Figure 1. Cell classes on the final placement (run 1).
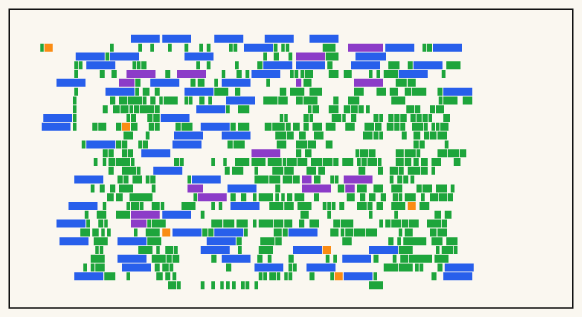
Figure 2. Cell area per tile (run 1).
The die is cut into 17 by 9 equal tiles; white is low, dark blue is high, 0 to 100% covered.
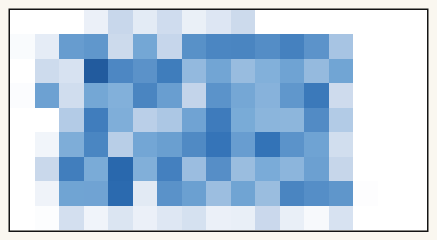
Figure 3. Met3 routing (run 1).
Scale bar: 50 um.
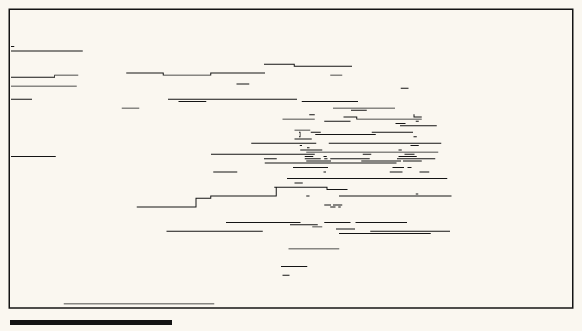
**src/rtl/seq_alu.sv**
```systemverilog
// Registered, handshaked ALU with an iterative shift-add multiplier and restoring divider.
// Define ALU_DIV_EN to build the divider; otherwise opcode 0011 reports err.
module seq_alu #(
  parameter int WIDTH = 8,
  parameter int CNT_W = $clog2(WIDTH) + 1
) (
  input  logic             clk,
  input  logic             reset,
  input  logic [WIDTH-1:0] A,
  input  logic [WIDTH-1:0] B,
  input  logic [3:0]       ALU_Sel,
  input  logic             in_valid,
  output logic             in_ready,
  output logic [WIDTH-1:0] ALU_Out,
  output logic [WIDTH-1:0] ALU_Hi,
  output logic             CarryOut,
  output logic             zero,
  output logic             neg,
  output logic             overflow,
  output logic             err,
  output logic             out_valid,
  input  logic             out_ready
);

  typedef enum logic [1:0] {IDLE, EXEC, BUSY, DONE} state_t;

  localparam logic [3:0] OP_ADD = 4'h0, OP_SUB = 4'h1, OP_MUL = 4'h2, OP_DIV = 4'h3,
                         OP_SHL = 4'h4, OP_SHR = 4'h5, OP_ROL = 4'h6, OP_ROR = 4'h7,
                         OP_AND = 4'h8, OP_OR  = 4'h9, OP_XOR = 4'hA, OP_NOR = 4'hB,
                         OP_NAND = 4'hC, OP_XNOR = 4'hD, OP_GT = 4'hE, OP_EQ = 4'hF;

  state_t           state_q, state_d;
  logic             rdy_q;
  logic [WIDTH-1:0] a_q, b_q, acc_q, acc_d, mq_q, mq_d;
  logic [3:0]       op_q;
  logic [CNT_W-1:0] cnt_q;
  logic [WIDTH-1:0] out_q, out_d, hi_q, hi_d;
  logic             carry_q, carry_d, zero_q, zero_d, neg_q, neg_d;
  logic             ovf_q, ovf_d, err_q, err_d;
  logic [WIDTH:0]   sum, wide;
  logic             accept, is_iter, iter_last, load_res;

  assign accept    = in_ready && in_valid;
  assign iter_last = (cnt_q == CNT_W'(WIDTH));
  assign load_res  = (state_q == EXEC) || (state_q == BUSY && iter_last);

`ifdef ALU_DIV_EN
  assign is_iter = (ALU_Sel == OP_MUL) || (ALU_Sel == OP_DIV && B != '0);
`else
  assign is_iter = (ALU_Sel == OP_MUL);
`endif

  // State register
  always_ff @(posedge clk or posedge reset) begin
    if (reset) begin
      state_q <= IDLE;
      rdy_q   <= 1'b0;
    end else begin
      state_q <= state_d;
      rdy_q   <= 1'b1;
    end
  end

  // Next-state logic
  always_comb begin
    state_d = state_q;
    case (state_q)
      IDLE:    if (accept) state_d = is_iter ? BUSY : EXEC;
      EXEC:    state_d = DONE;
      BUSY:    if (iter_last) state_d = DONE;
      DONE:    if (out_ready) state_d = IDLE;
      default: state_d = IDLE;
    endcase
  end

  // FSM outputs; rdy_q holds in_ready low until the first edge after reset.
  always_comb begin
    in_ready  = rdy_q && (state_q == IDLE);
    out_valid = (state_q == DONE);
  end

  // One multiply or divide step; both leave low word/quotient in mq, high word/remainder in acc.
  always_comb begin
    acc_d = acc_q;
    mq_d  = mq_q;
    sum   = '0;
    if (op_q == OP_MUL) begin
      sum   = {1'b0, acc_q} + (mq_q[0] ? {1'b0, b_q} : '0);
      acc_d = sum[WIDTH:1];
      mq_d  = {sum[0], mq_q[WIDTH-1:1]};
    end
`ifdef ALU_DIV_EN
    else begin
      sum = {acc_q, mq_q[WIDTH-1]};
      if (sum >= {1'b0, b_q}) begin
        sum   = sum - {1'b0, b_q};
        acc_d = sum[WIDTH-1:0];
        mq_d  = {mq_q[WIDTH-2:0], 1'b1};
      end else begin
        acc_d = sum[WIDTH-1:0];
        mq_d  = {mq_q[WIDTH-2:0], 1'b0};
      end
    end
`endif
  end

  // Result and flags for the cycle that enters DONE
  always_comb begin
    out_d   = '0;
    hi_d    = '0;
    carry_d = 1'b0;
    ovf_d   = 1'b0;
    err_d   = 1'b0;
    wide    = '0;
    if (state_q == BUSY) begin
      out_d = mq_q;
      hi_d  = acc_q;
      ovf_d = (op_q == OP_MUL) && (acc_q != '0);
    end else begin
      case (op_q)
        OP_ADD: begin
          wide    = {1'b0, a_q} + {1'b0, b_q};
          out_d   = wide[WIDTH-1:0];
          carry_d = wide[WIDTH];
          ovf_d   = (a_q[WIDTH-1] == b_q[WIDTH-1]) && (out_d[WIDTH-1] != a_q[WIDTH-1]);
        end
        OP_SUB: begin
          wide    = {1'b0, a_q} - {1'b0, b_q};
          out_d   = wide[WIDTH-1:0];
          carry_d = wide[WIDTH];
          ovf_d   = (a_q[WIDTH-1] != b_q[WIDTH-1]) && (out_d[WIDTH-1] != a_q[WIDTH-1]);
        end
`ifdef ALU_DIV_EN
        OP_DIV: begin
          out_d = '1;
          hi_d  = a_q;
          err_d = 1'b1;
        end
`else
        OP_DIV: err_d = 1'b1;
`endif
        OP_SHL: begin
          out_d   = {a_q[WIDTH-2:0], 1'b0};
          carry_d = a_q[WIDTH-1];
        end
        OP_SHR: begin
          out_d   = {1'b0, a_q[WIDTH-1:1]};
          carry_d = a_q[0];
        end
        OP_ROL:  out_d = {a_q[WIDTH-2:0], a_q[WIDTH-1]};
        OP_ROR:  out_d = {a_q[0], a_q[WIDTH-1:1]};
        OP_AND:  out_d = a_q & b_q;
        OP_OR:   out_d = a_q | b_q;
        OP_XOR:  out_d = a_q ^ b_q;
        OP_NOR:  out_d = ~(a_q | b_q);
        OP_NAND: out_d = ~(a_q & b_q);
        OP_XNOR: out_d = ~(a_q ^ b_q);
        OP_GT:   out_d = {{(WIDTH-1){1'b0}}, a_q > b_q};
        OP_EQ:   out_d = {{(WIDTH-1){1'b0}}, a_q == b_q};
        default: out_d = '0;
      endcase
    end
    zero_d = (out_d == '0);
    neg_d  = out_d[WIDTH-1];
  end

  // Datapath: operand latch, iteration registers and result registers
  always_ff @(posedge clk or posedge reset) begin
    if (reset) begin
      a_q     <= '0;
      b_q     <= '0;
      op_q    <= '0;
      acc_q   <= '0;
      mq_q    <= '0;
      cnt_q   <= '0;
      out_q   <= '0;
      hi_q    <= '0;
      carry_q <= 1'b0;
      zero_q  <= 1'b0;
      neg_q   <= 1'b0;
      ovf_q   <= 1'b0;
      err_q   <= 1'b0;
    end else begin
      if (accept) begin
        a_q   <= A;
        b_q   <= B;
        op_q  <= ALU_Sel;
        acc_q <= '0;
        mq_q  <= A;
        cnt_q <= '0;
      end else if (state_q == BUSY && !iter_last) begin
        acc_q <= acc_d;
        mq_q  <= mq_d;
        cnt_q <= cnt_q + CNT_W'(1);
      end
      if (load_res) begin
        out_q   <= out_d;
        hi_q    <= hi_d;
        carry_q <= carry_d;
        zero_q  <= zero_d;
        neg_q   <= neg_d;
        ovf_q   <= ovf_d;
        err_q   <= err_d;
      end
    end
  end

  assign ALU_Out  = out_q;
  assign ALU_Hi   = hi_q;
  assign CarryOut = carry_q;
  assign zero     = zero_q;
  assign neg      = neg_q;
  assign overflow = ovf_q;
  assign err      = err_q;

endmodule

```
**config.mk**
```make
export PLATFORM = sky130hd
export DESIGN_NAME = seq_alu
export DESIGN_NICKNAME = d
export VERILOG_FILES = /design/src/rtl/seq_alu.sv
export SDC_FILE = /design/constraint.sdc
export NUM_CORES = 1
export LEC_CHECK = 0
export CORE_ASPECT_RATIO = 0.5
export CORE_MARGIN = 5
export CORE_UTILIZATION = 35
export CTS_CLUSTER_SIZE = 12
export DETAILED_ROUTE_END_ITERATION = 8
export DONT_BUFFER_PORTS = 1
export GPL_ROUTABILITY_DRIVEN = 0
export PLACE_DENSITY = 0.5
export SETUP_SLACK_MARGIN = 0.3
export SLEW_MARGIN = 0
export SYNTH_ARGS = -nofsm -noshare
export SYNTH_HDL_FRONTEND = slang
export SYNTH_SLANG_ARGS = --single-unit
```
**constraint.sdc**
```tcl
create_clock -name clk -period 6.4 [get_ports clk]
set_clock_uncertainty 0.05 [all_clocks]
set_input_delay 1.6 -clock clk [delete_from_list [all_inputs] [get_ports clk]]
set_output_delay 1.6 -clock clk [all_outputs]
set_load 0.1 [all_outputs]
```
==> summary.txt, run 1 <==
flow finished, numbers: clk latency late pin=0.33 ns, CORE AREA=0.01288 mm2, TritonCTS buffer count=9, ys cells=558, RSZ-0062 raised after global routing=no, Final setup viols=0, buffers inserted by post-CTS timing repair=0, DR pass1 iterations=5, GRT overflow=0, syn_nets=624, async set-or-reset flop fraction in the synthesized netlist=1.000, Post-DRT Antenna Nets=0, H-Tree Depth=3, drt total wl=14.61 mm, clock transition at the registers of the reported paths=0.05 ns, max-cap viol count=0, # hold bufs at CTS=0, area leader, netlist=dfrtp_1, HPWL after DPL=10.70 mm, Hold Slack=0.4966 ns, vias post-DR=4,130, Core Util at FP=0.3644, Ports=47, first-pass GRT wire length=22.59 mm, top_reg_cell synth=dfrtp_1, synthesis area per yosys=0.004693 mm2, Worst path slowest cell=and2_1, Min-Delay Path Class=reg -> reg, Ys Warns=0, crit path DRT=4.75 ns, Post-synth EDFFs=0, top cells by area=dfrtp_1 34%, ha_1 10%, nand2_1 6.0%, DR WL/cell=20.32 um, CTS tree=done, Max-slew headroom=0.1197, status=finished, final reports clean, final net count=610, Die Ht=91.88 um, FMAX=0.2861 GHz, maximum number of pins on one net before global-route repair=64, initial antenna violation count=0, area share, top type=0.3359, top logic cells by instance count in the layout=75 x nand2_1, 62 x dfrtp_1, 45 x o21ai_0, count of cell types in the netlist=65, Slew Viols, Final=0, Detailed Route Iter0 Violations=436, Commonest Layout Cell=nand2_1, vias in the first global route=3,808, GRT Overall Usage=0.1810, Syn Area/Cell=8.411 um2, synth-to-layout area growth=8.904%, post-route clock period utilization=0.5462, CP max stage delay=0.79 ns, crit-path cells=inv_1, ha_1, and2_1, ant diodes=0, Synth Seq Share=0.3359, Clock Root Buffer=clkbuf_16, tool warnings=47, Synth flops=63, Clock Path Buffers=2, crit path max fanout=4, cell count after synthesis=558, Setup CP Type=reg -> out, FP Rows=29, minimum clock period=3.496 ns, final hold violation count=0, vias per cell=5.744
## Picture notes: Figure 1
Orange is remaining buffers and delay cells, cells 6, share of their area 0.92%. Blue is registers, cells 63, share of their area 32%. Green is remaining logic cells, cells 464, share of their area 60%. Purple is clock drivers and dummy loads, cells 16, share of their area 6.5%.

## Picture notes: Figure 2
The densest ninth of the die: center. 2.0% of the tiles are over 75% full. The fullest tile reaches 83%. 28% of the tiles are nearly empty. The emptiest ninth of the die: upper right. The mean over all tiles is 31%.

## Picture notes: Figure 3
59 nets have wire on it. The wires run mostly horizontal.

## run 1: final timing paths
check                      depth (start not counted)         end  slack, ns        from
setup / recovery                                   3    in_ready       2.90  state_q[0]
hold / removal                                     2    cnt_q[3]       0.50    cnt_q[3]
setup reg to reg                                   7     mq_q[6]       3.28  state_q[0]
hold reg to reg                                    2    cnt_q[3]       0.50    cnt_q[3]
max in group asynchronous                          2  ALU_Out[7]       4.37       reset
min in group asynchronous                          2    acc_q[5]       1.33       reset
## run 1: routing by layer
metal	part of all wire	global-route usage	vias to the layer above	routed length (um)
met5	0	0	-	0
met4	0.015	0.03884	0	225
met3	0.070	0.04478	25	1020
met2	0.41	0.2569	156	5996
met1	0.50	0.2756	2010	7370
li1	-	-	1939	-
## run 1: final cells by class
class,instances,area [um2],area share
Multi-Input combinational cell,422,2799,0.5476
Sequential cell,63,1578,0.3087
Clock buffer,12,266.5,0.05214
Tap cell,170,212.7,0.04162
Inverter,42,157.7,0.03084
Clock inverter,4,52.55,0.01028
Timing Repair Buffer,6,45.04,0.008813
## run 1: cells by family (layout without fill, tap and decap cells)
kind of cell               count (synthesis)  after routing  synth area share
DFF                                       63             63            0.3359
AOI/OAI and AO/OA                        144            144            0.1960
muxes                                     24             24           0.05252
and+or+nand+nor                          194            194            0.1970
xor gates and xnor gates                  17             17           0.03172
other                                      1              1         0.0007990
adders and majority gates                 42             42            0.1168
buffers and inverters                     73             64           0.06931
## run 1: synth_stat cells (4+ instances only)
master	instances
nand2_1	75
dfrtp_1	63
o21ai_0	45
inv_1	41
ha_1	39
nor2_1	39
a21oi_1	32
mux2i_1	19
nor3_1	16
clkbuf_1	14
xnor2_1	13
nand3_1	12
nor2b_1	10
buf_2	8
a31oi_1	7
nand2b_1	6
o22ai_1	6
o31ai_1	6
or3_1	6
a21o_1	5
buf_4	5
mux2_2	5
o221ai_1	5
and2_1	4
and3_1	4
nor3b_1	4
nor4_1	4
xor2_1	4
## run 1: registers in the layout, summed over array words and instances, names as in the netlist
| register | flops |
|---|---|
| overflow | 1 |
| zero | 1 |
| ALU_Out | 8 |
| cnt_q | 4 |
| mq_q | 8 |
| b_q | 8 |
| a_q | 8 |
| state_q | 2 |
| op_q | 4 |
| acc_q | 8 |
| CarryOut | 1 |
| ALU_Hi | 8 |
| rdy_q | 1 |
| err | 1 |
## run 1: worst max-delay path: cells and delay by family (launching register included)
kind	cells	cell delay (ns)
simple gates	1	0.79
buf+inv	1	0.12
flops	1	0.41
fa+ha+maj	1	0.18
## run 1: through the flow
stage                     cells  area, um2  setup slack (ns)
after floorplan             558       4693             3.180
after global placement      703       4792             3.295
after detailed placement    703       4792             3.252
after CTS                   719       5111             2.893
after global routing        719       5111             2.832
final                       719       5111             2.904
==> inputs of run 2 (changes only) <==
- clock period: 6.4 -> 3.6 ns (I/O delays scaled with it)
Figure 4. M2 wires (run 2).
Scale bar: 50 um.
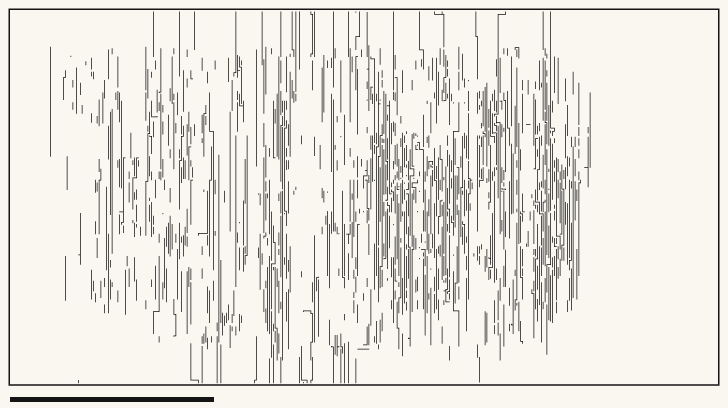
The layer holds 42% of the routed length. 476 nets have wire on it. The longest straight run is 45.9 um.

Figure 5. Cell area per tile (run 2).
The die is cut into 17 by 9 equal tiles; white is low, dark blue is high, 0 to 100% covered.
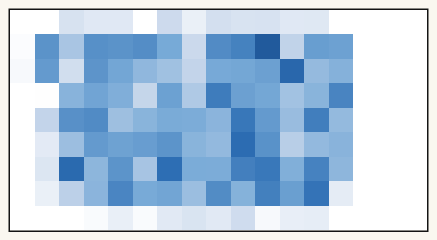
Final Util: 0.4006
Core Util at FP: 0.3644
CORE AREA: 0.01288 mm2

==> summary.txt, run 2 <==
flow finished, numbers: CP top delay family=simple AND/OR/NAND/NOR gates, GRT overflow=0 (unchanged), DR WL/cell=20.06 um (-1.3%), Synth Seq Share=0.3359 (unchanged), synth-to-layout area growth=9.944%, RSZ-0062 raised after global routing=no, top cells by area=dfrtp_1 34%, ha_1 10%, nand2_1 6.0%, max-cap viol count=0 (unchanged), GRT Overall Usage=0.1856 (+0.004589), final instance area=0.005160 mm2 (+0.95%), FMAX=0.3241 GHz, status=finished, final reports clean, Min-Delay Path Class=reg -> reg, syn_nets=624 (unchanged), crit-path cells=nor2b_1, a21oi_1, a221o_1, or4_1, o31ai_1, top_reg_cell synth=dfrtp_1, CP Buf/Inv Count=0 (-1), Worst Max-Slew Pin Slew=0.9929 ns, met1 track demand over resource=0.2723 (-0.003284), critical path arrival=3.27 ns, vias per cell=5.583 (-2.8%), Detailed Route Iter0 Violations=405 (-7.1%), DP Area=0.004872 mm2 (+1.7%), count of cell types in the netlist=65 (unchanged), mux frac, synth=0.05252 (unchanged), cell count after synthesis=558 (unchanged), CP max stage delay=0.88 ns (+0.09 ns), Commonest Layout Cell=nand2_1, minimum clock period=3.086 ns, final net count=619 (+1.5%), Setup CP Type=reg -> reg, area share, top type=0.3359 (unchanged), DR pass1 iterations=5 (unchanged), async set-or-reset flop fraction in the synthesized netlist=1.000 (unchanged), Die Ht=91.88 um (unchanged), buffers inserted by post-CTS timing repair=0 (unchanged), R2R Path Start=op_q[1], tool warnings=47 (unchanged), first-pass GRT wire length=23.25 mm (+2.9%), Ports=47 (unchanged), maximum number of pins on one net before global-route repair=46 (-28%), synthesis area per yosys=0.004693 mm2 (unchanged), met3 Resource Use GR=0.04725 (+0.002465), Max-slew headroom=0.3381 (+0.2184), Syn Area/Cell=8.411 um2 (unchanged), Post-synth EDFFs=0 (unchanged), Synth flops=63 (unchanged), most used routing layer=met1, # hold bufs at CTS=0 (unchanged), Post-DRT Antenna Nets=0 (unchanged), Clock Root Buffer=clkbuf_16, met2 usage=0.2695 (+0.01265), area leader, netlist=dfrtp_1, most frequent cell after synthesis=nand2_1, Worst path slowest cell=dfrtp_1, clk latency late pin=0.33 ns (about the same), clock transition at the registers of the reported paths=0.05 ns (about the same), vias post-DR=4,059 (-1.7%), Min-Delay Startpoint=cnt_q[3], Dominant comb cell=simple AND/OR/NAND/NOR gates, ys cells=558 (unchanged), H-Tree Depth=3 (unchanged), ant diodes=0 (unchanged), Clock Path Buffers=2 (unchanged), Ys Warns=0 (unchanged), Hold Slack=0.4894 ns (-0.007212 ns), crit path max fanout=21 (+17), post-route clock period utilization=0.8572, HPWL after DPL=11.06 mm (+3.3%), top logic cells by instance count in the layout=75 x nand2_1, 62 x dfrtp_1, 45 x o21ai_0, xor/xnor share=0.03172 (unchanged), vias in the first global route=3,949 (+3.7%), initial antenna violation count=0 (unchanged), TritonCTS buffer count=9 (unchanged)
## run 2: cell counts after synthesis
No cell type changed its count.
## run 2: kinds of logic after synthesis
family | after synthesis
muxes | 24
adders and majority gates | 42
DFF | 63
other | 1
xor gates and xnor gates | 17
and+or+nand+nor | 194
buffers and inverters | 73
AOI/OAI and AO/OA | 144
## run 2: cell type report
class	instances	area [um2]	area share
clock buffer	9	225.2	0.04365
clock inverter	6	62.56	0.01212
inverter	42	157.7	0.03055
multi-input combinational	422	2799	0.5424
sequential	63	1578	0.3058
tap	170	212.7	0.04122
timing repair buffer	15	125.1	0.02425
## run 2: routing by layer
metal / vias to the layer above / share of wire
li1: 1947 / -
met4: 0 / 0.018
met3: 28 / 0.066
met1: 1944 / 0.50
met5: - / 0
met2: 140 / 0.42
## run 2: through the flow
stage | std cells | worst slack, ns | util
final | 727 | 0.5141 | 0.4006
after global routing | 727 | 0.3219 | 0.4006
after CTS | 727 | 0.5547 | 0.4006
after detailed placement | 712 | 0.5855 | 0.3782
after global placement | 712 | 0.6126 | 0.3782
after floorplan | 558 | 0.9114 | -
## run 2: worst register-to-register path: stages (launching register included)
cell	delay, ns
dfrtp_1	0.88
nor2b_1	0.60
a21oi_1	0.30
a221o_1	0.37
or4_1	0.54
o31ai_1	0.25
## run 2: path summary, 6_finish.rpt
path                                   to  cells past startpoint
min in group asynchronous       ALU_Hi[4]                      1
worst max register to register       zero                      5
worst min-delay path             cnt_q[3]                      2
max in group asynchronous          a_q[0]                      2
worst min register to register   cnt_q[3]                      2
worst max-delay path                 zero                      5
==> inputs of run 3 (changes only) <==
- clock period: 3.6 -> 3 ns (I/O delays scaled with it)
Figure 6. Cell area per tile (run 3).
The die is cut into 17 by 9 equal tiles; white is low, dark blue is high, 0 to 100% covered.
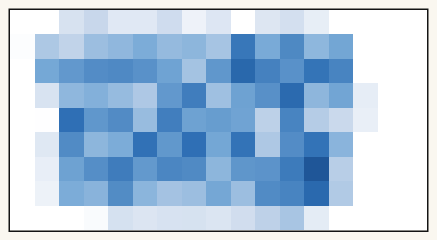
Final Util: 0.4251

Figure 7. Cell classes on the final placement (run 3).
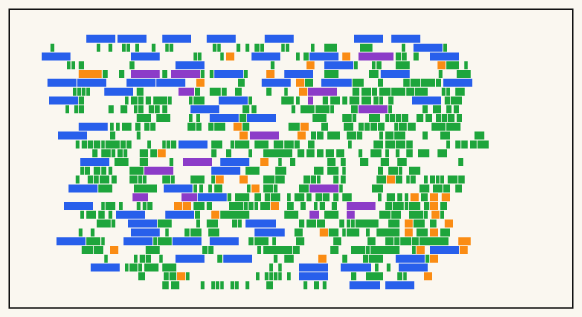
Purple is clock drivers and dummy loads, cells 16, share of their area 6.0%. Blue is registers, cells 63, share of their area 30%. Green is remaining logic cells, cells 464, share of their area 58%. Orange is remaining buffers and delay cells, cells 41, share of their area 6.2%.

==> summary.txt, run 3 <==
flow finished, numbers: area share, top type=0.3359 (unchanged), cell count after synthesis=558 (unchanged), top logic cells by instance count in the layout=75 x nand2_1, 58 x dfrtp_1, 43 x o21ai_0, minimum clock period=2.796 ns (-0.2901 ns), FMAX=0.3577 GHz (+10%), Worst path slowest cell=or4_4, HPWL after DPL=11.48 mm (+3.8%), CORE AREA=0.01288 mm2 (unchanged), synthesis area per yosys=0.004693 mm2 (unchanged), Commonest Layout Cell=nand2_1, post-route clock period utilization=0.9319 (+0.07473), Synth flops=63 (unchanged), Ports=47 (unchanged), Syn Area/Cell=8.411 um2 (unchanged), Die Ht=91.88 um (unchanged), crit-path cells=buf_6, ha_4, fa_1, mux2i_1, o32ai_1, a31oi_1, o211ai_1, a221o_1, or4_4, o31ai_2, Post-DRT Antenna Nets=0 (unchanged), Max-slew headroom=0.3348 (-0.003313), H-Tree Depth=3 (unchanged), clk latency late pin=0.33 ns (about the same), count of cell types in the netlist=65 (unchanged), final instance area=0.005475 mm2 (+6.1%), vias per cell=5.529 (-0.97%), synth-to-layout area growth=16.66%, DP Area=0.005015 mm2 (+2.9%), max-cap viol count=0 (unchanged), ant diodes=0 (unchanged), GRT Overall Usage=0.1868 (+0.001241), Post-synth EDFFs=0 (unchanged), Detailed Route Iter0 Violations=308 (-24%), # hold bufs at CTS=0 (unchanged), Worst Max-Slew Pin Slew=0.9978 ns (+0.004970 ns), most frequent cell after synthesis=nand2_1, Min-Delay Path Class=in -> async, status=finished, final reports clean
-- run 3: critical path: cells and delay by family, from the launching register on --
kind / cells / cell delay, ns
buffers and inverters: 1 / 0.13
muxes: 1 / 0.15
and+or+nand+nor: 1 / 0.43
adders and majority gates: 2 / 0.57
AOI/OAI and AO/OA: 5 / 0.96
DFF: 1 / 0.40
-- run 3: layout make-up --
| class | instances | area (um2) |
|---|---|---|
| Timing Repair Buffer | 41 | 324.1 |
| Tap cell | 170 | 212.7 |
| Multi-Input combinational cell | 422 | 2880 |
| Fill cell | 1280 | 7406 |
| Clock inverter | 4 | 51.30 |
| Inverter | 42 | 157.7 |
| Sequential cell | 63 | 1583 |
| Clock buffer | 12 | 266.5 |
-- run 3: cell families (layout without fill, tap and decap cells) --
kind of cell | Yosys count | after routing | synth area share
buf+inv | 73 | 99 | 0.06931
compound gates | 144 | 144 | 0.1960
mux | 24 | 24 | 0.05252
simple gates | 194 | 194 | 0.1970
other cells | 1 | 1 | 0.0007990
flops | 63 | 63 | 0.3359
xor+xnor | 17 | 17 | 0.03172
fa+ha+maj | 42 | 42 | 0.1168
-- run 3: path summary, 6_finish.rpt --
| path | from | end | slack (ns) | cells after the start |
|---|---|---|---|---|
| max | a_q[0] | zero | 0.20 | 10 |
| max reg2reg | a_q[0] | zero | 0.20 | 10 |
| max in group asynchronous | reset | ALU_Out[7] | 2.04 | 2 |
| min in group clk | ALU_Sel[0] | op_q[0] | 0.49 | 2 |
| min | reset | ALU_Hi[3] | 0.24 | 1 |
| min reg2reg | cnt_q[3] | cnt_q[3] | 0.49 | 2 |
-- run 3: timing repair --
item,CTS,global route
pin swaps,9,8
setup buffers,7,0
resized,11,14
setup endpoints to repair,2,8
-- run 3: through the flow --
step	hold WS, ns	worst slack, ns	cells
final	0.2442	0.2042	754
after global routing	0.2699	0.04695	754
after CTS	0.2587	0.1909	754
after detailed placement	0.4841	0.04958	731
after global placement	0.4737	0.1134	731
after floorplan	0.4520	0.3114	558
-- run 3: layer usage --
metal  GRT usage  up-vias  wire [um]
met1      0.2886     2040       7613
met2      0.2653      105       6193
met3     0.03574       13        784
met5           0        -          0
li1            -     2011          -
met4     0.04542        0        168
